--- src/rtl/led_scan_if.sv ---
// Panel-side and buffer-side signals of the LED scan scheduler.
// The scheduler is the master; the frame buffer/panel/USB side sees the slave view.
interface led_scan_if;
  logic        enable;
  logic        swap_request;
  logic        swap_ack;
  logic        front_buffer_sel;
  logic        rd_en;
  logic [3:0]  rd_row_addr;
  logic [3:0]  rd_bit_addr;
  logic        serial_clk;
  logic        latch_enable;
  logic        output_enable_n;
  logic [15:0] row_select_n;
  logic        frame_start;

  modport master (
    input  enable, swap_request,
    output swap_ack, front_buffer_sel, rd_en, rd_row_addr, rd_bit_addr,
           serial_clk, latch_enable, output_enable_n, row_select_n, frame_start
  );

  modport slave (
    output enable, swap_request,
    input  swap_ack, front_buffer_sel, rd_en, rd_row_addr, rd_bit_addr,
           serial_clk, latch_enable, output_enable_n, row_select_n, frame_start
  );
endinterface

--- src/rtl/led_scan_scheduler.sv ---
// Row scan sequencer for the LED panel: shift a row out of the frame buffer,
// blank, latch, display, and swap front/back buffers at frame boundaries.
module led_scan_scheduler #(
  parameter int NUM_ROWS       = 16,
  parameter int BITS_PER_ROW   = 16,
  parameter int CLK_DIV        = 2,
  parameter int BLANK_CYCLES   = 8,
  parameter int DISPLAY_CYCLES = 1024
) (
  input  logic       clk,
  input  logic       reset,
  led_scan_if.master bus
);

  localparam int PHASES  = 2 * CLK_DIV;
  localparam int MAX_A   = (PHASES > BLANK_CYCLES) ? PHASES : BLANK_CYCLES;
  localparam int MAX_CNT = (MAX_A > DISPLAY_CYCLES) ? MAX_A : DISPLAY_CYCLES;
  localparam int CNT_W   = $clog2(MAX_CNT + 1);

  localparam logic [CNT_W-1:0] PHASE_LAST   = CNT_W'(PHASES - 1);
  localparam logic [CNT_W-1:0] HALF         = CNT_W'(CLK_DIV);
  localparam logic [CNT_W-1:0] BLANK_LAST   = CNT_W'(BLANK_CYCLES - 1);
  localparam logic [CNT_W-1:0] DISPLAY_LAST = CNT_W'(DISPLAY_CYCLES - 1);
  localparam logic [3:0]       LAST_BIT     = 4'(BITS_PER_ROW - 1);
  localparam logic [3:0]       LAST_ROW     = 4'(NUM_ROWS - 1);

  typedef enum logic [2:0] {IDLE, SHIFT, BLANK, LATCH, DISPLAY} state_t;

  state_t             state_q, state_d;
  logic [CNT_W-1:0]   cnt_q, cnt_d;
  logic [3:0]         bit_q, bit_d;
  logic [3:0]         row_q, row_d;
  logic               fsel_q, fsel_d;
  logic               swap_ack_q, swap_ack_d;
  logic               rd_en_q, rd_en_d;
  logic [3:0]         rd_bit_q, rd_bit_d;
  logic               sclk_q, sclk_d;
  logic               latch_q, latch_d;
  logic               oe_n_q, oe_n_d;
  logic [15:0]        rs_q, rs_d;
  logic               frame_start_q, frame_start_d;
  logic               start_row;

  // Outputs are computed for the state being entered so every pin comes straight off a flop.
  always_comb begin
    state_d       = state_q;
    cnt_d         = cnt_q + CNT_W'(1);
    bit_d         = bit_q;
    row_d         = row_q;
    fsel_d        = fsel_q;
    rd_bit_d      = rd_bit_q;
    sclk_d        = sclk_q;
    oe_n_d        = oe_n_q;
    rs_d          = rs_q;
    rd_en_d       = 1'b0;
    latch_d       = 1'b0;
    swap_ack_d    = 1'b0;
    frame_start_d = 1'b0;
    start_row     = 1'b0;

    case (state_q)
      IDLE: begin
        cnt_d  = '0;
        row_d  = '0;
        oe_n_d = 1'b1;
        rs_d   = '1;
        sclk_d = 1'b0;
        if (bus.enable) begin
          start_row     = 1'b1;
          frame_start_d = 1'b1;
        end
      end
      SHIFT: begin
        if (cnt_q == PHASE_LAST) begin
          cnt_d  = '0;
          sclk_d = 1'b0;
          if (bit_q == LAST_BIT) begin
            state_d = BLANK;
            oe_n_d  = 1'b1;
            rs_d    = '1;
          end else begin
            bit_d    = bit_q + 4'd1;
            rd_en_d  = 1'b1;
            rd_bit_d = bit_q + 4'd1;
          end
        end else begin
          sclk_d = ((cnt_q + CNT_W'(1)) >= HALF);
        end
      end
      BLANK: begin
        if (cnt_q == BLANK_LAST) begin
          state_d = LATCH;
          latch_d = 1'b1;
          rs_d    = ~(16'd1 << row_q);
        end
      end
      LATCH: begin
        state_d = DISPLAY;
        cnt_d   = '0;
        oe_n_d  = 1'b0;
      end
      DISPLAY: begin
        if (cnt_q == DISPLAY_LAST) begin
          if (!bus.enable) begin
            state_d = IDLE;
            row_d   = '0;
            oe_n_d  = 1'b1;
            rs_d    = '1;
          end else begin
            start_row = 1'b1;
            if (row_q == LAST_ROW) begin
              row_d         = '0;
              frame_start_d = 1'b1;
              if (bus.swap_request) begin
                fsel_d     = ~fsel_q;
                swap_ack_d = 1'b1;
              end
            end else begin
              row_d = row_q + 4'd1;
            end
          end
        end
      end
      default: state_d = IDLE;
    endcase

    // The previous row stays lit while the next one shifts, so oe_n/rs are left untouched here.
    if (start_row) begin
      state_d  = SHIFT;
      cnt_d    = '0;
      bit_d    = '0;
      rd_en_d  = 1'b1;
      rd_bit_d = '0;
      sclk_d   = 1'b0;
    end
  end

  always_ff @(posedge clk or posedge reset) begin
    if (reset) begin
      state_q       <= IDLE;
      cnt_q         <= '0;
      bit_q         <= '0;
      row_q         <= '0;
      fsel_q        <= 1'b0;
      swap_ack_q    <= 1'b0;
      rd_en_q       <= 1'b0;
      rd_bit_q      <= '0;
      sclk_q        <= 1'b0;
      latch_q       <= 1'b0;
      oe_n_q        <= 1'b1;
      rs_q          <= '1;
      frame_start_q <= 1'b0;
    end else begin
      state_q       <= state_d;
      cnt_q         <= cnt_d;
      bit_q         <= bit_d;
      row_q         <= row_d;
      fsel_q        <= fsel_d;
      swap_ack_q    <= swap_ack_d;
      rd_en_q       <= rd_en_d;
      rd_bit_q      <= rd_bit_d;
      sclk_q        <= sclk_d;
      latch_q       <= latch_d;
      oe_n_q        <= oe_n_d;
      rs_q          <= rs_d;
      frame_start_q <= frame_start_d;
    end
  end

  assign bus.swap_ack         = swap_ack_q;
  assign bus.front_buffer_sel = fsel_q;
  assign bus.rd_en            = rd_en_q;
  assign bus.rd_row_addr      = row_q;
  assign bus.rd_bit_addr      = rd_bit_q;
  assign bus.serial_clk       = sclk_q;
  assign bus.latch_enable     = latch_q;
  assign bus.output_enable_n  = oe_n_q;
  assign bus.row_select_n     = rs_q;
  assign bus.frame_start      = frame_start_q;

endmodule
--- src/flat_wrapper.sv ---
// flat-port wrapper written by rule: the top's interface ports become plain ports
module led_scan_scheduler_flat 
#(
  parameter int NUM_ROWS       = 16,
  parameter int BITS_PER_ROW   = 16,
  parameter int CLK_DIV        = 2,
  parameter int BLANK_CYCLES   = 8,
  parameter int DISPLAY_CYCLES = 1024
)
  (clk, reset, bus_enable, bus_swap_request, bus_swap_ack, bus_front_buffer_sel, bus_rd_en, bus_rd_row_addr, bus_rd_bit_addr, bus_serial_clk, bus_latch_enable, bus_output_enable_n, bus_row_select_n, bus_frame_start);
  led_scan_if bus_i ();
  input  logic clk;
  input  logic reset;
  input wire logic [$bits(bus_i.enable)-1:0] bus_enable;
  input wire logic [$bits(bus_i.swap_request)-1:0] bus_swap_request;
  output wire logic [$bits(bus_i.swap_ack)-1:0] bus_swap_ack;
  output wire logic [$bits(bus_i.front_buffer_sel)-1:0] bus_front_buffer_sel;
  output wire logic [$bits(bus_i.rd_en)-1:0] bus_rd_en;
  output wire logic [$bits(bus_i.rd_row_addr)-1:0] bus_rd_row_addr;
  output wire logic [$bits(bus_i.rd_bit_addr)-1:0] bus_rd_bit_addr;
  output wire logic [$bits(bus_i.serial_clk)-1:0] bus_serial_clk;
  output wire logic [$bits(bus_i.latch_enable)-1:0] bus_latch_enable;
  output wire logic [$bits(bus_i.output_enable_n)-1:0] bus_output_enable_n;
  output wire logic [$bits(bus_i.row_select_n)-1:0] bus_row_select_n;
  output wire logic [$bits(bus_i.frame_start)-1:0] bus_frame_start;
  assign bus_i.enable = bus_enable;
  assign bus_i.swap_request = bus_swap_request;
  assign bus_swap_ack = bus_i.swap_ack;
  assign bus_front_buffer_sel = bus_i.front_buffer_sel;
  assign bus_rd_en = bus_i.rd_en;
  assign bus_rd_row_addr = bus_i.rd_row_addr;
  assign bus_rd_bit_addr = bus_i.rd_bit_addr;
  assign bus_serial_clk = bus_i.serial_clk;
  assign bus_latch_enable = bus_i.latch_enable;
  assign bus_output_enable_n = bus_i.output_enable_n;
  assign bus_row_select_n = bus_i.row_select_n;
  assign bus_frame_start = bus_i.frame_start;
  led_scan_scheduler #(.NUM_ROWS(NUM_ROWS), .BITS_PER_ROW(BITS_PER_ROW), .CLK_DIV(CLK_DIV), .BLANK_CYCLES(BLANK_CYCLES), .DISPLAY_CYCLES(DISPLAY_CYCLES)) u_core (.clk(clk), .reset(reset), .bus(bus_i));
endmodule
--- config.mk ---
export PLATFORM = sky130hd
export DESIGN_NAME = led_scan_scheduler_flat
export DESIGN_NICKNAME = d
export VERILOG_FILES = /design/src/rtl/led_scan_if.sv /design/src/rtl/led_scan_scheduler.sv /design/src/flat_wrapper.sv
export SDC_FILE = /design/constraint.sdc
export NUM_CORES = 1
export LEC_CHECK = 0
export CORE_UTILIZATION = 34
export CTS_BUF_LIST = sky130_fd_sc_hd__clkbuf_4 sky130_fd_sc_hd__clkbuf_8
export DETAILED_ROUTE_END_ITERATION = 6
export PLACE_DENSITY_LB_ADDON = 0.05
export SYNTH_ARGS = -nofsm -noshare
export SYNTH_HDL_FRONTEND = slang
export SYNTH_SLANG_ARGS = --single-unit
--- constraint.sdc ---
create_clock -name clk -period 3.7 [get_ports clk]
set_input_delay 0.555 -clock clk [delete_from_list [all_inputs] [get_ports clk]]
set_output_delay 0.555 -clock clk [all_outputs]
set_load 0.1 [all_outputs]
Fig. 1: run 1, cell classes on the final placement
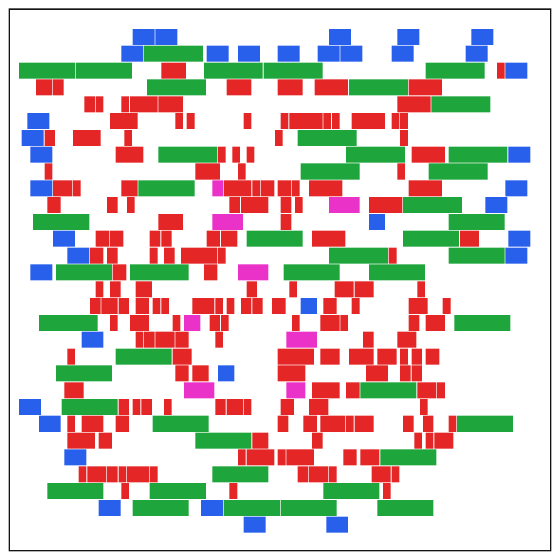
- green: registers (cells 45; share of their area 40%)
- red: remaining logic cells (cells 185; share of their area 44%)
- magenta: clock drivers and dummy loads (cells 8; share of their area 3.2%)
- blue: remaining buffers and delay cells (cells 37; share of their area 13%)
floorplan core area: 6910 sq um
number of core rows: 30
sequential share of cell area: 38.7%
final instance area: 2970 sq um

Fig. 2: run 1, where the registers sit
Scale bar: 20 um.
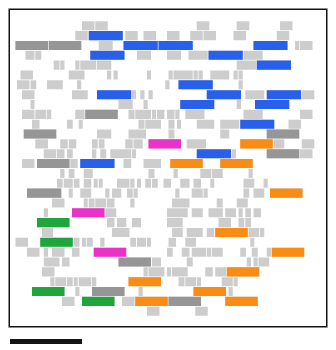
- magenta: `u_core.state_q` (flops 3)
- green: `u_core.bit_q` (flops 4; where bottom left)
- orange: `u_core.cnt_q` (flops 11)
- blue: `u_core.bus.row_select_n` (flops 16)
- not coloured: 11

Fig. 3: run 1, drive-strength map
Scale bar: 20 um.
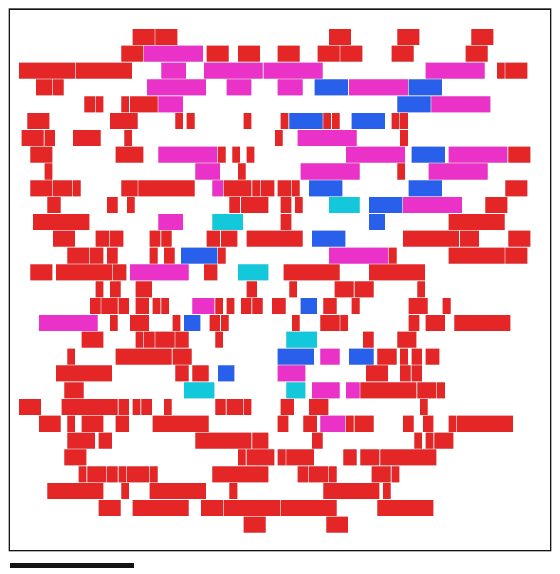
- magenta: x2 (cells 30; share 11%; most used dfstp_2)
- cyan: x6 and larger (cells 6; share 2.2%; most used clkbuf_8)
- red: x1 and smaller (cells 222; share 81%; most used clkdlybuf4s50_1)
- blue: x3 and x4 (cells 17; share 6.2%; most used mux2_4)
non-clock buffer count: 37
Area Growth Syn to Fin: 19.9%
PnR worst setup slack: 0.963 ns

==> results.sh, run 1 <==
# yosys + openroad results
export IMPL_grt_pass1_vias=1761
export IMPL_min_period_ns=2.74
export IMPL_ff2ff_path_depth=6
export IMPL_tightest_slew_ns=0.972
export IMPL_met3_wirelength_um=170
export IMPL_area_sequential_sq_um=1150
export IMPL_detailedPlacementHpwl_um=3730
export IMPL_antennaDiodeCount=0
export IMPL_die_w_um=87.3
export IMPL_io_buffer_count=34
export IMPL_flops=45
export IMPL_cts_resized_gates=0
export IMPL_critical_path_arrival_ns=2.98
export IMPL_drt_pass1_iter_count=4
export IMPL_worstSetupEndpointType="register"
export IMPL_layout_filler_cells=712
export IMPL_dp_cell_count=363
export IMPL_grt_usage_pct=15.3
export IMPL_post_route_period_util_pct=74.0
export IMPL_synth_net_count=256
export IMPL_synth_flops=45
export IMPL_die_area_sq_um=7620
export IMPL_finalWeightedCongestion=0.757
export IMPL_nMultiInputCombCells=177
export IMPL_fin_total_pwr_w=0.000829
export IMPL_kind_of_critical_path="register to register"
export IMPL_holdCritPathClass="register to register"
export IMPL_hold_buffers=0
export IMPL_nets=287
export IMPL_largest_net_degree_at_the_start_of_global_routing=25
export IMPL_number_of_different_library_cells_in_the_post_synthesis_netlist=50
export IMPL_clock_latency_ns=0.30
export IMPL_area_fraction_of_the_dominant_cell_type_after_synthesis_pct=28.3
export IMPL_cts_inserted_buffers=5
export IMPL_fp_dieH_um=87.3
export IMPL_synth_async_sr_flop_share_pct=100
export IMPL_groute_layer_met3_usage_pct=3.32
export IMPL_hold_viol=0
export IMPL_rsz_0062_raised_after_global_routing="false"
export IMPL_clock_tree_root_cell="sky130_fd_sc_hd__clkbuf_8"
export IMPL_drive_above_1_share_pct=19.3
export IMPL_cellLeakagePower_nw=1.25
export IMPL_lay_top_count="sky130_fd_sc_hd__clkdlybuf4s50_1"
export IMPL_synth_sequential_area_ratio_pct=46.4
export IMPL_comb_area_share_pct=41.0
export IMPL_worst_r2r_endpoint="u_core.bus.row_select_n[11]$_DFFE_PP1P_"
export IMPL_fp_utilization_pct=35.8
export IMPL_finClkSkew_ns=0.00742
export IMPL_detail_route_wirelength_met1_um=2770
export IMPL_rrSetupSlack_ns=0.96
export IMPL_cts_post_setup_buffers_inserted=0
export IMPL_tapCellCount=96
export IMPL_syn_area_sq_um=2470
export IMPL_critPathRequiredTime_ns=3.94
export IMPL_path_clk_slew_ns=0.10
export IMPL_drt_initial_drc_count=64
export IMPL_log_warning_count=31
export IMPL_place_worst_setup_slack_ns=0.924
export IMPL_synth_area_top_cells="sky130_fd_sc_hd__dfrtp_1 28%, sky130_fd_sc_hd__dfstp_2 18%, sky130_fd_sc_hd__mux2_4 6.1%"
export IMPL_buffer_levels_on_the_longest_clock_path=2
export IMPL_floorplan_io_pins=35
export IMPL_postSynthCellCount=243
export IMPL_htree_levels=2
export IMPL_route_antenna_remaining_nets=0
export IMPL_post_synth_cell_area_avg_sq_um=10.2
export IMPL_postPlaceCellArea_sq_um=2880
export IMPL_drv_cap=0
export IMPL_outcome="complete, no violations"
export IMPL_synth_chip_area_sq_um=2470
export IMPL_fin_tns_setup_ns=0
export IMPL_residual_drc=0
export IMPL_num_clock_buffers=5
export IMPL_relSlewSlack_pct=35.0
export IMPL_num_vias=1776
export IMPL_stdcell_count=371
export IMPL_drv_slew=0
export IMPL_commonest_cells_after_routing_fill_and_taps_aside="34 x sky130_fd_sc_hd__clkdlybuf4s50_1, 32 x sky130_fd_sc_hd__nand2_1, 28 x sky130_fd_sc_hd__dfrtp_1"
export IMPL_synth_warning_count=0
export IMPL_avgRoutedWirePerCell_um=14.0
export IMPL_worstPathMaxFanout=16
export IMPL_grt_most_used_layer="met1"
export IMPL_finish_stage_setup_viols=0
export IMPL_crit_path_end="u_core.bus.row_select_n[11]$_DFFE_PP1P_"
export IMPL_postSynth_topFlopCell="sky130_fd_sc_hd__dfrtp_1"
export IMPL_layout_nonclk_buf_share_pct=12.2
export IMPL_route_met2_wl_um=2210
export IMPL_max_clock_freq_mhz=365
==> run 1: report_power, final <==
part           switching, W  internal, W  total [W]
clock              0.000185     0.000134   0.000320
combinational     0.0000121   0.00000445  0.0000166
sequential                0     0.000492   0.000492
==> run 1: cells in the mapped netlist, types with 3 or more instances <==
cell                       number
sky130_fd_sc_hd__o31ai_1        3
sky130_fd_sc_hd__nand2b_1       3
sky130_fd_sc_hd__and3_1         4
sky130_fd_sc_hd__nor3_1         8
sky130_fd_sc_hd__nand4_1        3
sky130_fd_sc_hd__ha_1           9
sky130_fd_sc_hd__a21oi_1        9
sky130_fd_sc_hd__mux2_4        10
sky130_fd_sc_hd__dfstp_2       17
sky130_fd_sc_hd__dfrtp_1       28
sky130_fd_sc_hd__nand3_1       11
sky130_fd_sc_hd__nor4_1         3
sky130_fd_sc_hd__nor2_1        26
sky130_fd_sc_hd__xnor2_1        8
sky130_fd_sc_hd__xor2_1         7
sky130_fd_sc_hd__clkbuf_1       6
sky130_fd_sc_hd__mux2_2         7
sky130_fd_sc_hd__inv_1          8
sky130_fd_sc_hd__o21ai_0        4
sky130_fd_sc_hd__buf_2          3
sky130_fd_sc_hd__nand2_1       32
==> run 1: flip-flops by register name, indices dropped and copies added, names as in the netlist <==
register and cells:
u_core.bus.rd_en 1, u_core.state_q 3, u_core.bus.frame_start 1, u_core.bit_q 4
u_core.bus.latch_enable 1, u_core.cnt_q 11, u_core.bus.front_buffer_sel 1, u_core.bus.row_select_n 16
u_core.bus.rd_row_addr 4, u_core.bus.serial_clk 1, u_core.bus.swap_ack 1, u_core.bus.output_enable_n 1
==> run 1: worst min-delay path by stage <==
stage	start	end	slack, ns	cells after the start
global route	u_core.bus.front_buffer_sel$_DFFE_PP0P_	u_core.bus.front_buffer_sel$_DFFE_PP0P_	0.48	1
detailed placement	u_core.bus.front_buffer_sel$_DFFE_PP0P_	u_core.bus.front_buffer_sel$_DFFE_PP0P_	0.46	1
global placement	u_core.bus.front_buffer_sel$_DFFE_PP0P_	u_core.bus.front_buffer_sel$_DFFE_PP0P_	0.46	1
CTS	u_core.bus.front_buffer_sel$_DFFE_PP0P_	u_core.bus.front_buffer_sel$_DFFE_PP0P_	0.47	1
floorplan	u_core.cnt_q[0]$_DFF_PP0_	u_core.cnt_q[0]$_DFF_PP0_	0.46	1
finish	u_core.bus.front_buffer_sel$_DFFE_PP0P_	u_core.bus.front_buffer_sel$_DFFE_PP0P_	0.47	1
==> run 1: worst max-delay path: stages, from the launching register on <==
cell	delay [ns]
sky130_fd_sc_hd__dfrtp_1	0.41
sky130_fd_sc_hd__ha_1	0.29
sky130_fd_sc_hd__or3b_2	0.52
sky130_fd_sc_hd__nor3_4	0.23
sky130_fd_sc_hd__a21bo_2	0.28
sky130_fd_sc_hd__a21oi_4	0.54
sky130_fd_sc_hd__mux2_2	0.41
==> run 1: kinds of logic after synthesis <==
logic type      Yosys count  share of synthesized area, %
mux                      19                          10.1
fa+ha+maj                 9                          4.55
flops                    45                          46.4
simple gates            104                          21.0
compound gates           30                          8.24
buf+inv                  21                          4.45
xor+xnor                 15                          5.31
Fig. 4: run 1, clock nets
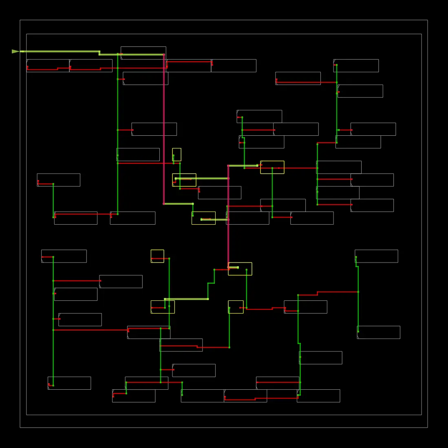

==> inputs of run 2 (changes only) <==
==> constraint.sdc (replaced) <==
create_clock -name clk -period 2.53 [get_ports clk]
set_input_delay 0.3795 -clock clk [delete_from_list [all_inputs] [get_ports clk]]
set_output_delay 0.3795 -clock clk [all_outputs]
set_load 0.1 [all_outputs]
Fig. 5: run 2, clock nets
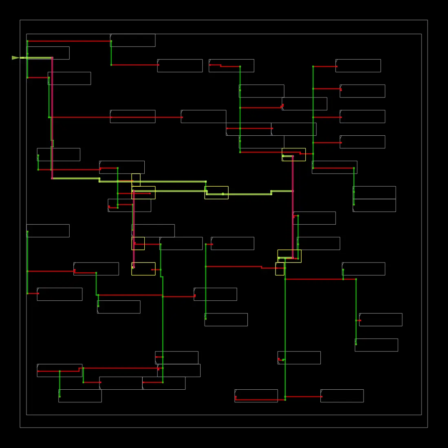
number of buffers added by the clock tree synthesis step: 5
num sequential: 45

Fig. 6: run 2, cell classes on the final placement
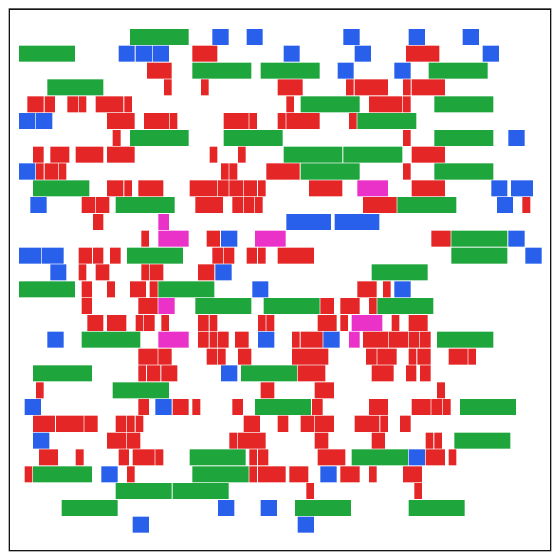
- blue: remaining buffers and delay cells (cells 46; share of their area 13%)
- green: registers (cells 45; share of their area 40%)
- red: remaining logic cells (cells 185; share of their area 44%)
- magenta: clock drivers and dummy loads (cells 8; share of their area 3.0%)

Fig. 7: run 2, where the registers sit
Scale bar: 20 um.
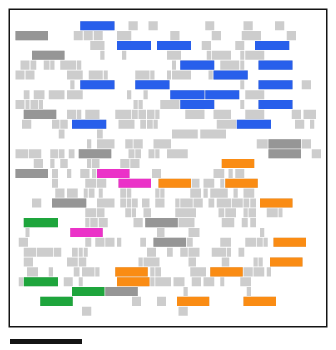
- green: `u_core.bit_q` (flops 4; where bottom left)
- orange: `u_core.cnt_q` (flops 11)
- magenta: `u_core.state_q` (flops 3)
- blue: `u_core.bus.row_select_n` (flops 16)

==> results.sh, run 2 <==
# yosys + openroad results
export IMPL_io_buffer_count=34
export IMPL_finalWorstSetupSlack_ns=0.189
export IMPL_tightest_slew_ns=0.658
export IMPL_routed_wire_length_um=5400
export IMPL_syn_area_sq_um=2470
export IMPL_die_w_um=87.3
export IMPL_residual_drc=0
export IMPL_hold_viol=0
export IMPL_drive_above_1_share_pct=33.8
export IMPL_synth_async_sr_flop_share_pct=100
export IMPL_cts_post_setup_buffers_inserted=0
export IMPL_netSwitchingPower_w=0.000276
export IMPL_max_clock_freq_mhz=427
export IMPL_floorplan_io_pins=35
export IMPL_power_report_internal_total_w=0.000932
export IMPL_fin_total_pwr_w=0.00121
export IMPL_core_area_sq_um=6910
export IMPL_avgRoutedWirePerCell_um=14.2
export IMPL_drv_cap=0
export IMPL_relSlewSlack_pct=55.7
export IMPL_nets=296
export IMPL_synth_top_cells_by_count="32 x sky130_fd_sc_hd__nand2_1, 28 x sky130_fd_sc_hd__dfrtp_1, 26 x sky130_fd_sc_hd__nor2_1, 17 x sky130_fd_sc_hd__dfstp_2, 11 x sky130_fd_sc_hd__nand3_1"
export IMPL_synth_sequential_area_ratio_pct=46.4
export IMPL_hold_buffers=0
export IMPL_die_area_sq_um=7620
export IMPL_min_period_ns=2.34
export IMPL_fin_tns_setup_ns=0
export IMPL_htree_levels=2
export IMPL_route_antenna_remaining_nets=0
export IMPL_fp_utilization_pct=35.8
export IMPL_grt_pass1_vias=1761
export IMPL_outcome="complete, no violations"
export IMPL_clock_latency_ns=0.30
export IMPL_synth_mux_area_fraction_pct=10.1
export IMPL_path_clk_slew_ns=0.09
export IMPL_lay_top_count="sky130_fd_sc_hd__buf_4"
export IMPL_pwr_density_cell_nw_per_um2=405
export IMPL_num_vias=1857
export IMPL_grt_pass1_wl_um=8890
export IMPL_cellLeakagePower_nw=1.32
export IMPL_finClkSkew_ns=0.00336
export IMPL_critical_path_arrival_ns=2.57
export IMPL_commonest_cells_after_routing_fill_and_taps_aside="41 x sky130_fd_sc_hd__buf_4, 32 x sky130_fd_sc_hd__nand2_1, 26 x sky130_fd_sc_hd__nor2_1, 26 x sky130_fd_sc_hd__dfrtp_1, 17 x sky130_fd_sc_hd__dfstp_2"
export IMPL_clock_tree_root_cell="sky130_fd_sc_hd__clkbuf_8"
export IMPL_holdCritPathClass="input port to asynchronous set/reset pin"
export IMPL_kind_of_critical_path="register to register"
export IMPL_post_route_period_util_pct=92.5
export IMPL_ys_top_logic_family="simple AND/OR/NAND/NOR gates"
export IMPL_largest_net_degree_at_the_start_of_global_routing=25
export IMPL_max_stage_delay_ns=0.52
export IMPL_grt_usage_pct=15.4
export IMPL_synth_chip_area_sq_um=2470
export IMPL_log_warning_count=31
export IMPL_ys_sh_simple_pct=21.0
export IMPL_yosys_area_share_aoi_pct=8.24
export IMPL_drt_initial_drc_count=80
export IMPL_p_sw_share_pct=22.9
export IMPL_cts_sinks=45
export IMPL_fp_dieH_um=87.3
export IMPL_synth_area_top_cells="sky130_fd_sc_hd__dfrtp_1 28%, sky130_fd_sc_hd__dfstp_2 18%, sky130_fd_sc_hd__mux2_4 6.1%"
export IMPL_power_sequential_fraction_pct=59.6
export IMPL_area_fraction_of_the_dominant_cell_type_after_synthesis_pct=28.3
export IMPL_grt_overflow_total=0
export IMPL_synthXorXnorAreaFrac_pct=5.31
export IMPL_timing_critical_path_from_type="register"
export IMPL_tritoncts_clock_tree="done"
export IMPL_synth_warning_count=0
export IMPL_top_cell="sky130_fd_sc_hd__nand2_1"
export IMPL_drt_pass1_iter_count=4
export IMPL_critical_path_slowest_cell="sky130_fd_sc_hd__or3b_2"
export IMPL_synth_yosys_num_cells=243
export IMPL_largest_register_ffs=16
export IMPL_detailedPlacementHpwl_um=3870
export IMPL_detailed_route_vias_per_instance=4.89
export IMPL_final_core_utilization_pct=43.2
export IMPL_clock_power_share_pct=38.1
export IMPL_rsz_0062_raised_after_global_routing="false"
export IMPL_critPathRequiredTime_ns=2.76
export IMPL_postSynthCellCount=243
export IMPL_flow_area_growth_from_synthesis_pct=20.5
export IMPL_post_synth_cell_area_avg_sq_um=10.2
export IMPL_finish_stage_setup_viols=0
export IMPL_antennaDiodeCount=0
export IMPL_drv_slew=0
export IMPL_antenna_found_initial=0
export IMPL_synth_flops=45
export IMPL_comb_power_share_pct=2.3
export IMPL_ir_worst_vdd_uv=203
export IMPL_worstSetupEndpointType="register"
export IMPL_cts_resized_gates=0
export IMPL_yosys_area_top_type="sky130_fd_sc_hd__dfrtp_1"
export IMPL_postSynth_topFlopCell="sky130_fd_sc_hd__dfrtp_1"
export IMPL_edf_count=0
export IMPL_path_cells="ha_1, or3b_2, nor3_4, a21bo_2, a21oi_4, buf_12, mux2_2"
export IMPL_finalWeightedCongestion=0.732
export IMPL_worstPathMaxFanout=16
export IMPL_synth_net_count=256
export IMPL_place_worst_setup_slack_ns=0.184
export IMPL_yosys_area_share_adder_pct=4.55
export IMPL_buffer_levels_on_the_longest_clock_path=2
export IMPL_fp_row_count=30
export IMPL_number_of_different_library_cells_in_the_post_synthesis_netlist=50
[run 2: cell counts after synthesis]
Identical to the previous run, type by type.
[run 2: path summary, 6_finish.rpt]
kind | startpoint | to | slack, ns | depth (start not counted)
setup reg to reg | u_core.cnt_q[0]$_DFF_PP0_ | u_core.bus.row_select_n[11]$_DFFE_PP1P_ | 0.19 | 7
setup / recovery | u_core.cnt_q[0]$_DFF_PP0_ | u_core.bus.row_select_n[11]$_DFFE_PP1P_ | 0.19 | 7
max in group asynchronous | reset | u_core.bus.row_select_n[9]$_DFFE_PP1P_ | 1.51 | 3
min in group clk | u_core.bus.front_buffer_sel$_DFFE_PP0P_ | u_core.bus.front_buffer_sel$_DFFE_PP0P_ | 0.47 | 1
hold reg to reg | u_core.bus.front_buffer_sel$_DFFE_PP0P_ | u_core.bus.front_buffer_sel$_DFFE_PP0P_ | 0.47 | 1
hold / removal | reset | u_core.bus.front_buffer_sel$_DFFE_PP0P_ | 0.44 | 2
[run 2: area by class of cell]
cell class | count | area [sq um]
inverters | 8 | 30.0
flip-flops and latches | 45 | 1150
clock inverters | 2 | 10.0
fillers | 701 | 3930
multi-input cells | 177 | 1220
clock buffers | 6 | 76.3
well taps | 96 | 120
repair buffers | 46 | 378
[run 2: worst max-delay path, delay by kind of cell, from the launching register on]
kind / cells / cell delay, ns
compound gates: 2 / 0.42
fa+ha+maj: 1 / 0.28
buf+inv: 1 / 0.18
flops: 1 / 0.40
mux: 1 / 0.34
simple gates: 2 / 0.65
[run 2: per-stage QoR]
stage	cells	area, sq um	hold slack (ns)
finish	380	2980	0.435
global route	380	2980	0.485
CTS	380	2980	0.451
detailed placement	372	2900	0.463
global placement	372	2900	0.459
floorplan	243	2480	0.461
[run 2: cell families after synthesis]
group,after synthesis
xor+xnor,15
simple gates,104
compound gates,30
buf+inv,21
mux,19
flops,45
fa+ha+maj,9
[run 2: metal layers]
layer | track usage, % | part of all wire [%] | up-vias
met3 | 2.84 | 4.5 | 7
met1 | 23.1 | 51 | 899
met5 | 0 | 0 | -
li1 | - | - | 912
met4 | 4.47 | 1.2 | 0
met2 | 22.2 | 43 | 39
[run 2: power by group through the flow]
stage	Combinational (W)	Clock, W	Sequential (W)
after floorplan	0.0000133	0	0.000733
after global placement	0.0000292	0	0.000733
after detailed placement	0.0000294	0	0.000733
after CTS	0.0000295	0.000476	0.000720
after global routing	0.0000324	0.000508	0.000720
final	0.0000277	0.000460	0.000720
==> inputs of run 3 (changes only) <==
--- a/config.mk
+++ b/config.mk
@@ -12,3 +12,4 @@
 export SYNTH_ARGS = -nofsm -noshare
 export SYNTH_HDL_FRONTEND = slang
 export SYNTH_SLANG_ARGS = --single-unit
+export TNS_END_PERCENT = 5
Fig. 8: run 3, clock network drawn from the DEF
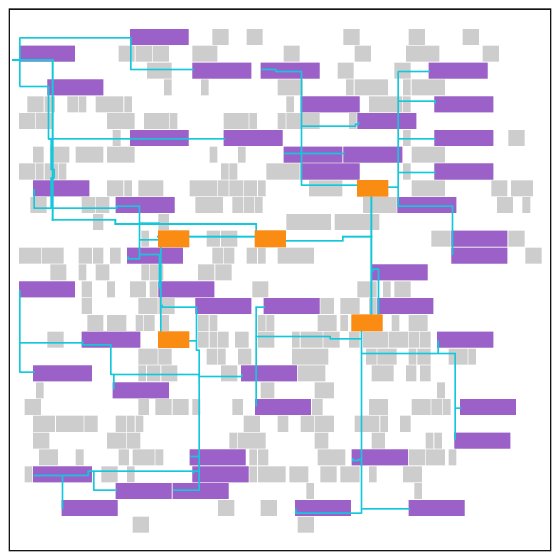
- purple: flip-flops (count 45)
- cyan: clock wires (length 689 um)
- orange: clock-net drivers (count 5)
- flops lie: widely spread
- routed clock nets: 6

Fig. 9: run 3, cell classes on the final placement
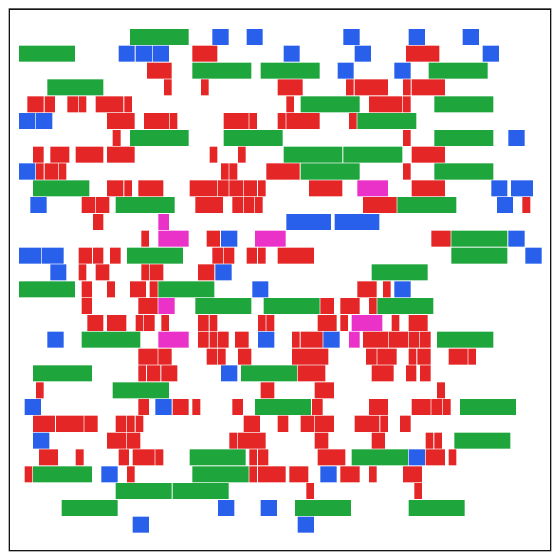
- green: registers (cells 45; share of their area 40%)
- red: remaining logic cells (cells 185; share of their area 44%)
- magenta: clock drivers and dummy loads (cells 8; share of their area 3.0%)
- blue: remaining buffers and delay cells (cells 46; share of their area 13%)

Fig. 10: run 3, where the registers sit
Scale bar: 20 um.
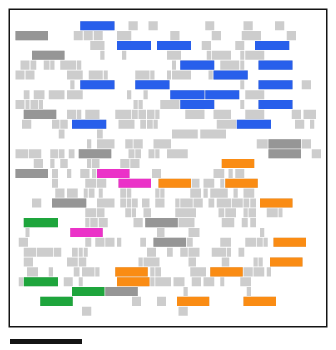
- blue: `u_core.bus.row_select_n` (flops 16)
- green: `u_core.bit_q` (flops 4; where bottom left)
- magenta: `u_core.state_q` (flops 3)
- orange: `u_core.cnt_q` (flops 11)
- not coloured: 11
Finished Core Util: 43.2%
sequential share of cell area: 38.6%
Seq. cell area: 1150 sq um

==> results.sh, run 3 <==
# yosys + openroad results
export IMPL_number_of_different_library_cells_in_the_post_synthesis_netlist=50
export IMPL_log_warning_count=31
export IMPL_drv_cap=0
export IMPL_detailedPlacementHpwl_um=3870
export IMPL_grt_pass1_wl_um=8890
export IMPL_yosys_area_top_type="sky130_fd_sc_hd__dfrtp_1"
export IMPL_flow_area_growth_from_synthesis_pct=20.5
export IMPL_num_vias=1857
export IMPL_synth_top_cells_by_count="32 x sky130_fd_sc_hd__nand2_1, 28 x sky130_fd_sc_hd__dfrtp_1, 26 x sky130_fd_sc_hd__nor2_1, 17 x sky130_fd_sc_hd__dfstp_2, 11 x sky130_fd_sc_hd__nand3_1"
export IMPL_outcome="complete, no violations"
export IMPL_power_sequential_fraction_pct=59.6
export IMPL_hold_buffers=0
export IMPL_critical_path_depth=7
export IMPL_path_cells="ha_1, or3b_2, nor3_4, a21bo_2, a21oi_4, buf_12, mux2_2"
export IMPL_antenna_found_initial=0
export IMPL_tritoncts_clock_tree="done"
export IMPL_clock_tree_root_cell="sky130_fd_sc_hd__clkbuf_8"
export IMPL_critPathRequiredTime_ns=2.76
export IMPL_final_design_area_no_fill_sq_um=2980
export IMPL_p_sw_share_pct=22.9
export IMPL_finish_stage_setup_viols=0
export IMPL_floorplan_io_pins=35
export IMPL_residual_drc=0
export IMPL_htree_levels=2
export IMPL_final_hold_slack_ns=0.435
export IMPL_critical_path_slowest_cell="sky130_fd_sc_hd__or3b_2"
export IMPL_path_clk_slew_ns=0.09
export IMPL_tightest_slew_ns=0.658
export IMPL_netSwitchingPower_w=0.000276
export IMPL_clock_latency_ns=0.30
export IMPL_grt_overflow_total=0
export IMPL_synth_net_count=256
export IMPL_worstSetupEndpointType="register"
export IMPL_avgRoutedWirePerCell_um=14.2
export IMPL_largest_net_degree_at_the_start_of_global_routing=25
export IMPL_drt_initial_drc_count=80
export IMPL_fp_dieH_um=87.3
export IMPL_post_synth_cell_area_avg_sq_um=10.2
export IMPL_relSlewSlack_pct=55.7
export IMPL_die_area_sq_um=7620
export IMPL_lay_top_count="sky130_fd_sc_hd__buf_4"
export IMPL_synth_warning_count=0
export IMPL_kind_of_critical_path="register to register"
export IMPL_synth_yosys_num_cells=243
export IMPL_postSynth_topFlopCell="sky130_fd_sc_hd__dfrtp_1"
export IMPL_cts_inserted_buffers=5
export IMPL_cts_sinks=45
export IMPL_finClkSkew_ns=0.00336
export IMPL_antennaDiodeCount=0
export IMPL_fp_utilization_pct=35.8
export IMPL_synth_flops=45
export IMPL_drive_above_1_share_pct=33.8
export IMPL_grt_pass1_vias=1761
export IMPL_fp_row_count=30
export IMPL_detailed_route_vias_per_instance=4.89
export IMPL_post_route_period_util_pct=92.5
export IMPL_routed_wire_length_um=5400
export IMPL_edf_count=0
export IMPL_die_w_um=87.3
export IMPL_synth_sequential_area_ratio_pct=46.4
export IMPL_route_antenna_remaining_nets=0
export IMPL_worst_path_dominant_cell_family="simple AND/OR/NAND/NOR gates"
==> run 3: cell counts after synthesis <==
No cell type changed its count.
==> run 3: cell families (layout without fill, tap and decap cells) <==
| kind of cell | count (synthesis) | in the layout | synth area share (%) |
|---|---|---|---|
| fa+ha+maj | 9 | 9 | 4.55 |
| flops | 45 | 45 | 46.4 |
| simple gates | 104 | 104 | 21.0 |
| mux | 19 | 19 | 10.1 |
| xor+xnor | 15 | 15 | 5.31 |
| compound gates | 30 | 30 | 8.24 |
| buf+inv | 21 | 62 | 4.45 |
==> run 3: power groups by stage <==
stage / Combinational (W) / Sequential (W) / Clock [W]
after floorplan: 0.0000133 / 0.000733 / 0
after global placement: 0.0000292 / 0.000733 / 0
after detailed placement: 0.0000294 / 0.000733 / 0
after CTS: 0.0000295 / 0.000720 / 0.000476
after global routing: 0.0000324 / 0.000720 / 0.000508
final: 0.0000277 / 0.000720 / 0.000460
==> run 3: final timing paths <==
check / startpoint / end / slack, ns
max in group asynchronous: reset / u_core.bus.row_select_n[9]$_DFFE_PP1P_ / 1.51
worst max-delay path: u_core.cnt_q[0]$_DFF_PP0_ / u_core.bus.row_select_n[11]$_DFFE_PP1P_ / 0.19
worst min register to register: u_core.bus.front_buffer_sel$_DFFE_PP0P_ / u_core.bus.front_buffer_sel$_DFFE_PP0P_ / 0.47
worst max register to register: u_core.cnt_q[0]$_DFF_PP0_ / u_core.bus.row_select_n[11]$_DFFE_PP1P_ / 0.19
min in group clk: u_core.bus.front_buffer_sel$_DFFE_PP0P_ / u_core.bus.front_buffer_sel$_DFFE_PP0P_ / 0.47
worst min-delay path: reset / u_core.bus.front_buffer_sel$_DFFE_PP0P_ / 0.44
==> run 3: routing by layer <==
| layer | vias up | GRT usage (%) | share of wire [%] |
|---|---|---|---|
| met5 | - | 0 | 0 |
| met4 | 0 | 4.47 | 1.2 |
| met3 | 7 | 2.84 | 4.5 |
| met2 | 39 | 22.2 | 43 |
| met1 | 899 | 23.1 | 51 |
| li1 | 912 | - | - |
==> run 3: area by class of cell <==
cell class                      instances  area, sq um  share of cell area [%]
Sequential cell                        45         1150                    38.6
Tap cell                               96          120                    4.03
Clock inverter                          2         10.0                   0.336
Timing Repair Buffer                   46          378                    12.7
Multi-Input combinational cell        177         1220                    40.8
Inverter                                8         30.0                    1.01
Clock buffer                            6         76.3                    2.56
==> run 3: stage by stage <==
| step | instances | setup WS [ns] | util, % |
|---|---|---|---|
| after floorplan | 243 | 0.118 | - |
| after global routing | 380 | 0.0606 | 43.2 |
| after detailed placement | 372 | 0.184 | 41.9 |
| final | 380 | 0.189 | 43.2 |
| after global placement | 372 | 0.201 | 41.9 |
| after CTS | 380 | 0.165 | 43.2 |
No activity file was given, so power comes from the tool's default toggle rates.
